## config.mk

```make
export PLATFORM = sky130hd
export DESIGN_NAME = pong_game_controller_flat
export DESIGN_NICKNAME = d
export VERILOG_FILES = /design/src/rtl/pong_game_controller_if.sv /design/src/rtl/pong_game_controller.sv /design/src/flat_wrapper.sv
export SDC_FILE = /design/constraint.sdc
export NUM_CORES = 1
export LEC_CHECK = 0
export CAP_MARGIN = 10
export CELL_PAD_IN_SITES_DETAIL_PLACEMENT = 0
export CELL_PAD_IN_SITES_GLOBAL_PLACEMENT = 2
export CORE_ASPECT_RATIO = 1.25
export CORE_UTILIZATION = 36
export DETAILED_ROUTE_END_ITERATION = 6
export HOLD_SLACK_MARGIN = 0.08
export PLACE_DENSITY_LB_ADDON = 0.2
export SYNTH_ARGS = -nofsm -noshare
export SYNTH_HDL_FRONTEND = slang
export SYNTH_SLANG_ARGS = --single-unit
```

## constraint.sdc

```tcl
create_clock -name CLOCK_25 -period 4.45 [get_ports CLOCK_25]
set_input_delay 1.335 -clock CLOCK_25 [delete_from_list [all_inputs] [get_ports CLOCK_25]]
set_output_delay 1.335 -clock CLOCK_25 [all_outputs]
set_load 0.01 [all_outputs]
```

## src/rtl/pong_game_controller_if.sv

```systemverilog
// rtl/pong_game_controller_if.sv - controls in, game coordinates/score out
// master drives the player controls; slave is the game controller.
interface pong_game_controller_if;
  logic        frame_tick;
  logic        start;
  logic        p1_up;
  logic        p1_down;
  logic        p2_up;
  logic        p2_down;
  logic [11:0] ball_x;
  logic [11:0] ball_y;
  logic [11:0] player_1_y;
  logic [11:0] player_2_y;
  logic [3:0]  score_1;
  logic [3:0]  score_2;
  logic [1:0]  game_state;
  logic        winner;

  modport master (
    output frame_tick, start, p1_up, p1_down, p2_up, p2_down,
    input  ball_x, ball_y, player_1_y, player_2_y, score_1, score_2, game_state, winner
  );

  modport slave (
    input  frame_tick, start, p1_up, p1_down, p2_up, p2_down,
    output ball_x, ball_y, player_1_y, player_2_y, score_1, score_2, game_state, winner
  );
endinterface

```

## src/rtl/pong_game_controller.sv

```systemverilog
// rtl/pong_game_controller.sv - per-frame Pong sequencer: ball, paddles, scoring, serve/play/over
// Optional BALL_SPEEDUP_EN: each paddle hit adds 1 px/tick horizontal speed up to MAX_SPEED_X.
module pong_game_controller #(
  parameter int FRAME_W      = 640,
  parameter int FRAME_H      = 480,
  parameter int BALL_SIZE    = 10,
  parameter int PLAYER_W     = 12,
  parameter int PLAYER_H     = 60,
  parameter int P1_X         = 24,
  parameter int P2_X         = 615,
  parameter int SPEED_X      = 6,
  parameter int SPEED_Y      = 2,
  parameter int PLAYER_SPEED = 4,
  parameter int SERVE_DELAY  = 60,
  parameter int WIN_SCORE    = 7,
  parameter int MAX_SPEED_X  = 12
) (
  input logic                    CLOCK_25,
  input logic                    RESET_N,
  pong_game_controller_if.slave  bus
);

  localparam logic [1:0] ST_IDLE  = 2'd0;
  localparam logic [1:0] ST_SERVE = 2'd1;
  localparam logic [1:0] ST_PLAY  = 2'd2;
  localparam logic [1:0] ST_OVER  = 2'd3;

  localparam logic [11:0] K_FW         = 12'(FRAME_W);
  localparam logic [11:0] K_FH         = 12'(FRAME_H);
  localparam logic [11:0] K_BS         = 12'(BALL_SIZE);
  localparam logic [11:0] K_PH         = 12'(PLAYER_H);
  localparam logic [11:0] K_P1_FACE    = 12'(P1_X + PLAYER_W);
  localparam logic [11:0] K_P2X        = 12'(P2_X);
  localparam logic [11:0] K_SPEED_X    = 12'(SPEED_X);
  localparam logic [11:0] K_SPEED_Y    = 12'(SPEED_Y);
  localparam logic [11:0] K_PSPEED     = 12'(PLAYER_SPEED);
  localparam logic [11:0] K_SERVE_LAST = 12'(SERVE_DELAY - 1);
  localparam logic [11:0] K_CX         = 12'((FRAME_W - BALL_SIZE) / 2);
  localparam logic [11:0] K_CY         = 12'((FRAME_H - BALL_SIZE) / 2);
  localparam logic [11:0] K_PY0        = 12'((FRAME_H - PLAYER_H) / 2);
  localparam logic [11:0] K_PY_MAX     = 12'(FRAME_H - PLAYER_H);
  localparam logic [3:0]  K_WIN        = 4'(WIN_SCORE);

  if (MAX_SPEED_X < SPEED_X) begin : g_bad_speed_cfg
    $error("MAX_SPEED_X must not be below SPEED_X");
  end

  logic [1:0]  state_q, state_d;
  logic [11:0] ball_x_q, ball_x_d, ball_y_q, ball_y_d;
  logic        dir_x_q, dir_x_d;   // 1 = right
  logic        dir_y_q, dir_y_d;   // 1 = down
  logic [11:0] p1_y_q, p1_y_d, p2_y_q, p2_y_d;
  logic [3:0]  score_1_q, score_1_d, score_2_q, score_2_d;
  logic        winner_q, winner_d;
  logic [11:0] cnt_q, cnt_d;
  logic [11:0] spd;
  logic        point_p1, point_p2;

`ifdef BALL_SPEEDUP_EN
  localparam logic [11:0] K_MAX_SPEED = 12'(MAX_SPEED_X);
  logic [11:0] speed_q, speed_d;
  assign spd = speed_q;
`else
  assign spd = K_SPEED_X;
`endif

  logic [11:0] b_bot, b_right;
  logic        overlap1, overlap2, hit1, hit2, miss_l, miss_r, upper1, upper2;

  assign b_bot    = ball_y_q + K_BS - 12'd1;
  assign b_right  = ball_x_q + K_BS - 12'd1;
  assign overlap1 = (b_bot >= p1_y_q) && (ball_y_q <= p1_y_q + K_PH - 12'd1);
  assign overlap2 = (b_bot >= p2_y_q) && (ball_y_q <= p2_y_q + K_PH - 12'd1);
  // A hit needs the ball to be clear of the paddle now and inside it after this step.
  assign hit2     = (b_right < K_P2X) && (b_right + spd >= K_P2X) && overlap2;
  assign hit1     = (ball_x_q >= K_P1_FACE) && (ball_x_q < K_P1_FACE + spd) && overlap1;
  assign miss_r   = (b_right + spd > K_FW - 12'd1);
  assign miss_l   = (ball_x_q < spd);
  assign upper1   = (ball_y_q + (K_BS >> 1)) < (p1_y_q + (K_PH >> 1));
  assign upper2   = (ball_y_q + (K_BS >> 1)) < (p2_y_q + (K_PH >> 1));

  function automatic logic [11:0] paddle_next(input logic [11:0] y, input logic up, input logic dn);
    if (up && !dn)      return (y < K_PSPEED) ? 12'd0 : y - K_PSPEED;
    else if (dn && !up) return (y + K_PSPEED > K_PY_MAX) ? K_PY_MAX : y + K_PSPEED;
    else                return y;
  endfunction

  always_comb begin
    state_d   = state_q;
    ball_x_d  = ball_x_q;
    ball_y_d  = ball_y_q;
    dir_x_d   = dir_x_q;
    dir_y_d   = dir_y_q;
    p1_y_d    = p1_y_q;
    p2_y_d    = p2_y_q;
    score_1_d = score_1_q;
    score_2_d = score_2_q;
    winner_d  = winner_q;
    cnt_d     = cnt_q;
    point_p1  = 1'b0;
    point_p2  = 1'b0;
`ifdef BALL_SPEEDUP_EN
    speed_d   = speed_q;
`endif
    case (state_q)
      ST_IDLE: begin
        if (bus.start) begin
          state_d = ST_SERVE;
          cnt_d   = '0;
        end
      end
      ST_SERVE: begin
        if (bus.frame_tick) begin
          p1_y_d = paddle_next(p1_y_q, bus.p1_up, bus.p1_down);
          p2_y_d = paddle_next(p2_y_q, bus.p2_up, bus.p2_down);
          if (cnt_q == K_SERVE_LAST) begin
            state_d = ST_PLAY;
            cnt_d   = '0;
          end else begin
            cnt_d = cnt_q + 12'd1;
          end
        end
      end
      ST_PLAY: begin
        if (bus.frame_tick) begin
          p1_y_d = paddle_next(p1_y_q, bus.p1_up, bus.p1_down);
          p2_y_d = paddle_next(p2_y_q, bus.p2_up, bus.p2_down);
          if (dir_y_q) begin
            if (b_bot + K_SPEED_Y >= K_FH - 12'd1) begin
              ball_y_d = K_FH - K_BS;
              dir_y_d  = 1'b0;
            end else begin
              ball_y_d = ball_y_q + K_SPEED_Y;
            end
          end else begin
            if (ball_y_q < K_SPEED_Y) begin
              ball_y_d = '0;
              dir_y_d  = 1'b1;
            end else begin
              ball_y_d = ball_y_q - K_SPEED_Y;
            end
          end
          if (dir_x_q) begin
            if (hit2) begin
              ball_x_d = K_P2X - K_BS;
              dir_x_d  = 1'b0;
              dir_y_d  = !upper2;
`ifdef BALL_SPEEDUP_EN
              if (speed_q < K_MAX_SPEED) speed_d = speed_q + 12'd1;
`endif
            end else if (miss_r) begin
              point_p1 = 1'b1;
            end else begin
              ball_x_d = ball_x_q + spd;
            end
          end else begin
            if (hit1) begin
              ball_x_d = K_P1_FACE;
              dir_x_d  = 1'b1;
              dir_y_d  = !upper1;
`ifdef BALL_SPEEDUP_EN
              if (speed_q < K_MAX_SPEED) speed_d = speed_q + 12'd1;
`endif
            end else if (miss_l) begin
              point_p2 = 1'b1;
            end else begin
              ball_x_d = ball_x_q - spd;
            end
          end
          if (point_p1 || point_p2) begin
            ball_x_d = K_CX;
            ball_y_d = K_CY;
            dir_y_d  = 1'b1;
            dir_x_d  = point_p1;  // serve toward whoever conceded
            cnt_d    = '0;
`ifdef BALL_SPEEDUP_EN
            speed_d  = K_SPEED_X;
`endif
            if (point_p1) score_1_d = score_1_q + 4'd1;
            else          score_2_d = score_2_q + 4'd1;
            if ((point_p1 && score_1_q + 4'd1 == K_WIN) || (point_p2 && score_2_q + 4'd1 == K_WIN)) begin
              state_d  = ST_OVER;
              winner_d = point_p2;
            end else begin
              state_d = ST_SERVE;
            end
          end
        end
      end
      default: begin
        if (bus.start) begin
          state_d   = ST_SERVE;
          cnt_d     = '0;
          score_1_d = '0;
          score_2_d = '0;
          p1_y_d    = K_PY0;
          p2_y_d    = K_PY0;
          ball_x_d  = K_CX;
          ball_y_d  = K_CY;
          dir_x_d   = 1'b1;
          dir_y_d   = 1'b1;
`ifdef BALL_SPEEDUP_EN
          speed_d   = K_SPEED_X;
`endif
        end
      end
    endcase
  end

  always_ff @(posedge CLOCK_25 or negedge RESET_N) begin
    if (!RESET_N) begin
      state_q   <= ST_IDLE;
      ball_x_q  <= K_CX;
      ball_y_q  <= K_CY;
      dir_x_q   <= 1'b1;
      dir_y_q   <= 1'b1;
      p1_y_q    <= K_PY0;
      p2_y_q    <= K_PY0;
      score_1_q <= '0;
      score_2_q <= '0;
      winner_q  <= 1'b0;
      cnt_q     <= '0;
    end else begin
      state_q   <= state_d;
      ball_x_q  <= ball_x_d;
      ball_y_q  <= ball_y_d;
      dir_x_q   <= dir_x_d;
      dir_y_q   <= dir_y_d;
      p1_y_q    <= p1_y_d;
      p2_y_q    <= p2_y_d;
      score_1_q <= score_1_d;
      score_2_q <= score_2_d;
      winner_q  <= winner_d;
      cnt_q     <= cnt_d;
    end
  end

`ifdef BALL_SPEEDUP_EN
  always_ff @(posedge CLOCK_25 or negedge RESET_N) begin
    if (!RESET_N) speed_q <= K_SPEED_X;
    else          speed_q <= speed_d;
  end
`endif

  assign bus.ball_x     = ball_x_q;
  assign bus.ball_y     = ball_y_q;
  assign bus.player_1_y = p1_y_q;
  assign bus.player_2_y = p2_y_q;
  assign bus.score_1    = score_1_q;
  assign bus.score_2    = score_2_q;
  assign bus.game_state = state_q;
  assign bus.winner     = winner_q;

endmodule

```

## src/flat_wrapper.sv

```systemverilog
// flat-port wrapper written by rule: the top's interface ports become plain ports
module pong_game_controller_flat 
#(
  parameter int FRAME_W      = 640,
  parameter int FRAME_H      = 480,
  parameter int BALL_SIZE    = 10,
  parameter int PLAYER_W     = 12,
  parameter int PLAYER_H     = 60,
  parameter int P1_X         = 24,
  parameter int P2_X         = 615,
  parameter int SPEED_X      = 6,
  parameter int SPEED_Y      = 2,
  parameter int PLAYER_SPEED = 4,
  parameter int SERVE_DELAY  = 60,
  parameter int WIN_SCORE    = 7,
  parameter int MAX_SPEED_X  = 12
)
  (CLOCK_25, RESET_N, bus_frame_tick, bus_start, bus_p1_up, bus_p1_down, bus_p2_up, bus_p2_down, bus_ball_x, bus_ball_y, bus_player_1_y, bus_player_2_y, bus_score_1, bus_score_2, bus_game_state, bus_winner);
  pong_game_controller_if bus_i ();
  input logic CLOCK_25;
  input logic RESET_N;
  input wire logic [$bits(bus_i.frame_tick)-1:0] bus_frame_tick;
  input wire logic [$bits(bus_i.start)-1:0] bus_start;
  input wire logic [$bits(bus_i.p1_up)-1:0] bus_p1_up;
  input wire logic [$bits(bus_i.p1_down)-1:0] bus_p1_down;
  input wire logic [$bits(bus_i.p2_up)-1:0] bus_p2_up;
  input wire logic [$bits(bus_i.p2_down)-1:0] bus_p2_down;
  output wire logic [$bits(bus_i.ball_x)-1:0] bus_ball_x;
  output wire logic [$bits(bus_i.ball_y)-1:0] bus_ball_y;
  output wire logic [$bits(bus_i.player_1_y)-1:0] bus_player_1_y;
  output wire logic [$bits(bus_i.player_2_y)-1:0] bus_player_2_y;
  output wire logic [$bits(bus_i.score_1)-1:0] bus_score_1;
  output wire logic [$bits(bus_i.score_2)-1:0] bus_score_2;
  output wire logic [$bits(bus_i.game_state)-1:0] bus_game_state;
  output wire logic [$bits(bus_i.winner)-1:0] bus_winner;
  assign bus_i.frame_tick = bus_frame_tick;
  assign bus_i.start = bus_start;
  assign bus_i.p1_up = bus_p1_up;
  assign bus_i.p1_down = bus_p1_down;
  assign bus_i.p2_up = bus_p2_up;
  assign bus_i.p2_down = bus_p2_down;
  assign bus_ball_x = bus_i.ball_x;
  assign bus_ball_y = bus_i.ball_y;
  assign bus_player_1_y = bus_i.player_1_y;
  assign bus_player_2_y = bus_i.player_2_y;
  assign bus_score_1 = bus_i.score_1;
  assign bus_score_2 = bus_i.score_2;
  assign bus_game_state = bus_i.game_state;
  assign bus_winner = bus_i.winner;
  pong_game_controller #(.FRAME_W(FRAME_W), .FRAME_H(FRAME_H), .BALL_SIZE(BALL_SIZE), .PLAYER_W(PLAYER_W), .PLAYER_H(PLAYER_H), .P1_X(P1_X), .P2_X(P2_X), .SPEED_X(SPEED_X), .SPEED_Y(SPEED_Y), .PLAYER_SPEED(PLAYER_SPEED), .SERVE_DELAY(SERVE_DELAY), .WIN_SCORE(WIN_SCORE), .MAX_SPEED_X(MAX_SPEED_X)) u_core (.CLOCK_25(CLOCK_25), .RESET_N(RESET_N), .bus(bus_i));
endmodule
```

Figure 1. The metal 4 layer.
Scale bar: 50 um. Supply wires on this layer in grey. Cells faint in the background.
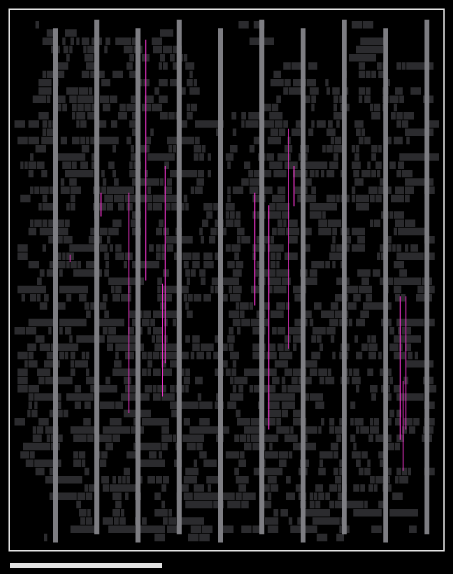
longest straight run	78.9 um
share of all routed wire	1.9%
main direction	vertical
nets with wire on the layer	11

Figure 2. Routing congestion map.
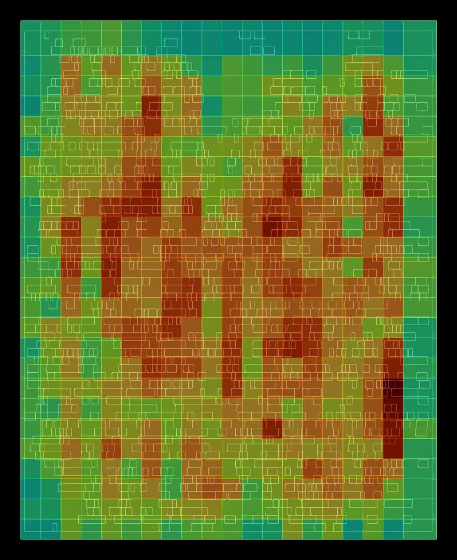
busiest layer in global routing: met2
final core utilization: 0.4290
wire per inst: 20.09 um

-- metal layers --
layer / routed length [um] / global-route usage
met2: 15840 / 0.4575
met3: 869 / 0.01835
met4: 576 / 0.07841
met5: 0 / 0
met1: 13440 / 0.3100
-- cells in the final DEF, fill, tap and decap left out, types with 14 or more instances in the layout --
| cell | netlist | final |
|---|---|---|
| ha_1 | 100 | 100 |
| nor2_1 | 95 | 95 |
| nand2_1 | 94 | 94 |
| o21ai_0 | 74 | 74 |
| xnor2_1 | 72 | 72 |
| a21oi_1 | 64 | 64 |
| clkdlybuf4s50_1 | 0 | 63 |
| inv_1 | 57 | 57 |
| dfrtp_1 | 49 | 49 |
| nand3_1 | 48 | 48 |
| buf_4 | 6 | 45 |
| nor3_1 | 35 | 35 |
| a21o_1 | 32 | 32 |
| nand2b_1 | 26 | 26 |
| dfstp_2 | 22 | 22 |
| nand4_1 | 21 | 21 |
| o22ai_1 | 21 | 21 |
| o31ai_1 | 18 | 18 |
| nor4_1 | 16 | 16 |
| and3_1 | 14 | 14 |
| a31oi_1 | 14 | 14 |
-- power by group through the flow --
stage | sequential (mW) | combinational [mW] | clock, mW
6_report | 1.27 | 5.58 | 0.873
2_1_floorplan | 1.10 | 3.86 | 0
3_3_place_gp | 1.29 | 5.53 | 0
3_5_place_dp | 1.28 | 5.55 | 0
5_1_grt | 1.32 | 6.22 | 0.908
4_1_cts | 1.27 | 5.58 | 0.883
-- metrics by stage --
step	total power, mW	utilization
after floorplan	4.961	-
after CTS	7.736	0.4288
after global routing	8.444	0.4290
after global placement	6.824	0.4148
final	7.726	0.4290
after detailed placement	6.829	0.4148
==> out/metrics.yaml <==
outcome:
  status: "completed"
clock_network:
  clock_tree.root_cell: "clkbuf_16"
  cts_resized: 0
  clock_path_buffers: 2
  cts.sinks: 71
yosys:
  async_flop_share: 1.000
  yosys.area_share.adder: 0.1455
  yosys-top-cells-count: "100 x ha_1, 95 x nor2_1, 94 x nand2_1, 74 x o21ai_0, 72 x xnor2_1"
  synth-edff-count: 0
  compound_area_frac: 0.2640
power_and_ir_drop:
  internal_power_mw: 3.689
  p_seq_frac: 0.165
  combPwrFrac: 0.722
sta:
  timing_hold_violations_final: 0
  max_slew.worst_pin.slew_ps: 910.3
  rsz0062_at_grt: "false"
setup_path:
  slowest_stage: "dfstp_2"
  worstSetupStartpointType: "register"
  r2r_slack_ps: 380
die:
  initCoreUtil: 0.3705
cells_and_area:
  antenna_cells: 0
  syn_to_final_growth_pct: 15.81
drt:
  vias: 8751
  ant_nets: 0
Power is estimated from default activity; no workload was simulated.
